==> config.mk <==
export PLATFORM = sky130hd
export DESIGN_NAME = serv_mem_seq
export DESIGN_NICKNAME = d
export VERILOG_FILES = /design/src/rtl/serv_mem_pkg.sv /design/src/rtl/serv_mem_shreg.sv /design/src/rtl/serv_mem_seq.sv
export SDC_FILE = /design/constraint.sdc
export NUM_CORES = 1
export LEC_CHECK = 0
export CAP_MARGIN = 20
export CORE_UTILIZATION = 44
export CTS_BUF_LIST = sky130_fd_sc_hd__clkbuf_16
export DETAILED_ROUTE_END_ITERATION = 10
export GPL_TIMING_DRIVEN = 0
export PLACE_DENSITY = 0.81
export SETUP_SLACK_MARGIN = 0.02
export SYNTH_ARGS = -nofsm -noshare
export SYNTH_HDL_FRONTEND = slang
export SYNTH_HIERARCHICAL = 1
export SYNTH_SLANG_ARGS = --single-unit
==> constraint.sdc <==
create_clock -name i_clk -period 2.15 [get_ports i_clk]
set_input_delay 0.5375 -clock i_clk [delete_from_list [all_inputs] [get_ports i_clk]]
set_output_delay 0.5375 -clock i_clk [all_outputs]
set_load 0.005 [all_outputs]
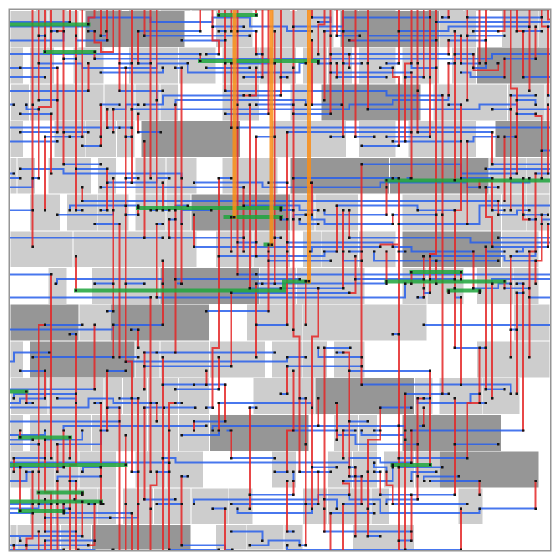
(layout detail)
Window x 28 to 68, y 9 to 49 um. Cells in grey, sequential cells in the stronger grey; small squares are vias.
Key: red = M2; green = M3; orange = M4; blue = M1
Most frequent: dfxtp_1 (17), nor3_1 (11). 141 logic cells have their middle in the window. Sequential cells in the window: 19.

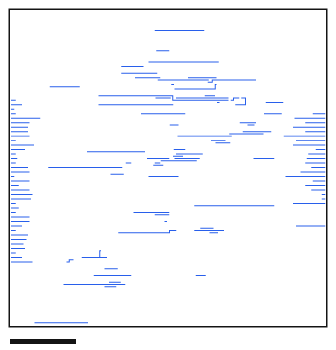
(signal wires on met3)
The bar under the picture is 20 um long.
The wires run mostly horizontal. The layer holds 6.9% of the routed length.
met3 Use GR: 0.0415
vias: 3746

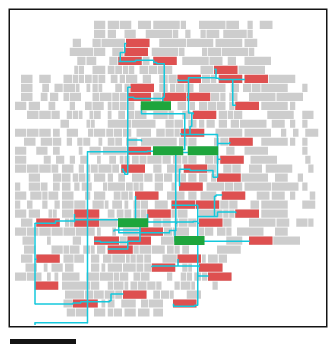
(clock distribution)
The bar under the picture is 20 um long.
Key: cyan = clock wires [length 605 um]; red = flip-flops [count 46]; green = clock-net drivers [count 5]
There are 6 routed clock nets.
Clock power frac: 0.174
Setup Skew: 0.00617 ns
Clock Latency Late Sink: 0.28 ns

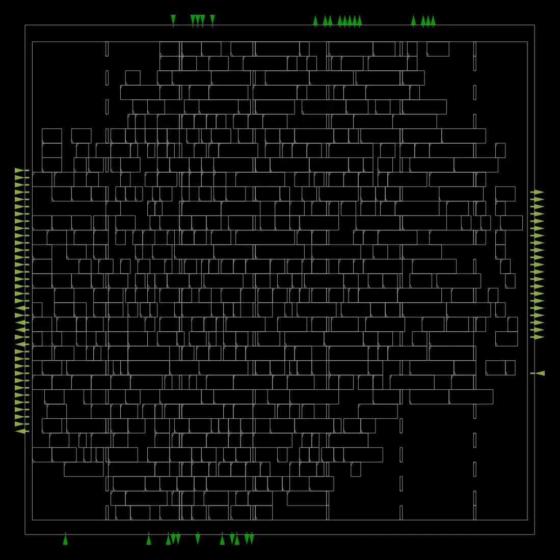
(placed standard cells)
seq_cells: 46
Seq/total area: 0.175

==> impl_metrics.env <==
# source this file to load flow results
export IMPL_cts_resized=191
export IMPL_syn_area_mm2=0.00386
export IMPL_ys_flops=46
export IMPL_diodes=0
export IMPL_slew_violations=0
export IMPL_drive_gt1_frac=0.326
export IMPL_io_buffers=85
export IMPL_rows=33
export IMPL_routed_wl_um=11700
export IMPL_clkTransAtPathRegs_ns=0.06
export IMPL_drc=0
export IMPL_synth_warning_count=6
export IMPL_whs_path_depth=2
export IMPL_final_core_utilization=0.635
export IMPL_synth_distinct_cells=51
export IMPL_drtAntennaViolNets=0
export IMPL_crit_path_start_kind="flip-flop"
export IMPL_buf_share=0.273
export IMPL_r2r_cells=11
export IMPL_status="finished with violations"
export IMPL_edf_count=0
export IMPL_h_tree_depth=2
export IMPL_regArea_um2=927
export IMPL_cts_setup_buffers=27
export IMPL_yosys_area_mm2=0.00386
export IMPL_layout_top_cell="clkdlybuf4s50_1"
export IMPL_dieArea_mm2=0.00915
export IMPL_syn_num_nets=445
export IMPL_relSlewSlack=0.660
export IMPL_p_per_area_mw_per_mm2=934
export IMPL_ios=87
export IMPL_fin_crit_ns=2.17
export IMPL_grt_max_degree=14
export IMPL_nClkBuffers=5
export IMPL_area_combinational_mm2=0.00261
export IMPL_cts_buffer_depth=2
export IMPL_cellLeakagePower_nw=2.07
export IMPL_async_flop_share=0
export IMPL_cts_tree="built"
export IMPL_ys_cells=400
export IMPL_coreArea_mm2=0.00834
export IMPL_inverters=5
export IMPL_final_cell_mix="clkdlybuf4s50_1, dfxtp_1, nor2b_1"
export IMPL_largest_register_ffs=32
export IMPL_grt_pass1_vias=3655
export IMPL_drt_iter0_markers=232
export IMPL_holdBufCountCts=0
export IMPL_dominant_cell_class="logic gates"
export IMPL_cts_num_sinks=46
export IMPL_tightest_slew_ns=0.510
export IMPL_tritoncts_num_buffers=5
export IMPL_fp_dieH_um=95.6
export IMPL_ys_flop_type="dfxtp_1"
export IMPL_syn_inst=400
export IMPL_setup_slack_ns=-0.0154
export IMPL_clock_tree_area_fraction=0.0307
export IMPL_violations="negative setup slack"
export IMPL_worstPathArrival_ns=1.63
export IMPL_fp_util=0.462
export IMPL_synth_avg_cell_area_um2=9.64
export IMPL_rsz0062_at_grt="true"
export IMPL_ys_seq_share=0.239
export IMPL_routed_via_density=5.98
export IMPL_hpwl_um=8420
export IMPL_fmax_mhz=462
export IMPL_critical_path_max_fanout=7
export IMPL_grt_pass1_wl_um=18600
export IMPL_setup_viol=4
export IMPL_gr_total_overflow=0
export IMPL_cap_viol_max_count=0
export IMPL_nFillCells=668
export IMPL_max_vdd_ir_drop_uv=520
export IMPL_warnings=28
export IMPL_nMultiInputCombCells=303
export IMPL_antenna_found_initial=0
export IMPL_nWellTaps=105
export IMPL_root_buffer="clkbuf_16"
export IMPL_fin_setup_tns_ns=-0.0517
export IMPL_hold_path_class="reg2reg"
export IMPL_end_kind="primary output"
export IMPL_rrSetupSlack_ns=0.07
export IMPL_first_pass_iters=4
export IMPL_power_mw=4.95
export IMPL_nNonClkBuffers=159
export IMPL_track_usage=0.265
export IMPL_comb_share=0.493
export IMPL_place_congestion=0.876
export IMPL_area_delta_synth_final_pct=37.2
export IMPL_num_nets_final=565
export IMPL_path_class="reg2out"
export IMPL_fin_crit_sh=1.01
export IMPL_drt_wirelength_per_cell_um=18.7
export IMPL_required_ns=1.61
export IMPL_die_width_um=95.6
export IMPL_finalHoldViolCount=0
-- stage by stage --
step                      area [um^2]  worst slack (ns)  hold WS [ns]  cells
after floorplan                  3860             0.336         0.448    400
after global placement           4840            -0.345         0.458    590
after detailed placement         4840            -0.366         0.469    590
after CTS                        5310            -0.106         0.478    625
after global routing             5290           -0.0431         0.500    626
final                            5290           -0.0154         0.477    626
-- cell families after synthesis --
family | synth area share
AND/OR/NAND/NOR | 0.208
AND-OR/OR-AND | 0.207
multiplexers | 0.241
buffers and inverters | 0.0947
flip-flops | 0.239
XOR/XNOR | 0.00454
adder cells (fa/ha/maj) | 0.00649
-- synth_stat cells, drive strengths merged (2+ instances only) --
library cell  number  area (um^2)
clkbuf            15          101
o21ai             14         70.1
and2              11         68.8
mux2i             21          210
ha                 2         25.0
a221oi             2         17.5
a21oi             15         75.1
and3               6         37.5
inv                5         18.8
xor2               2         17.5
mux4              32          721
buf               31          245
nand2b             3         18.8
nand2             11         41.3
nor2b             40          250
nor4b              2         32.5
nor3              34          190
o21a              31          233
dfxtp             46          921
nor2              20         91.3
a211oi            40          320
-- critical path: stages, from the launching register on --
cell and delay [ns]:
dfxtp_2 0.33, buf_8 0.14, buf_12 0.13, buf_6 0.09, mux4_2 0.51, buf_6 0.14
-- where the power goes --
group | internal, mW | total (mW) | switching, mW
registers | 1.05 | 1.34 | 0.293
clock network | 0.540 | 0.860 | 0.320
logic | 1.53 | 2.74 | 1.22
total | 3.12 | 4.95 | 1.83
-- per-layer routing --
metal  track usage  part of all wire  up-vias
met5             0                 0        -
met4        0.0846             0.016        0
met3        0.0415             0.069       14
met2         0.421              0.48      179
met1         0.369              0.44     1801
li1              -                 -     1752
Power is estimated from default activity; no workload was simulated.
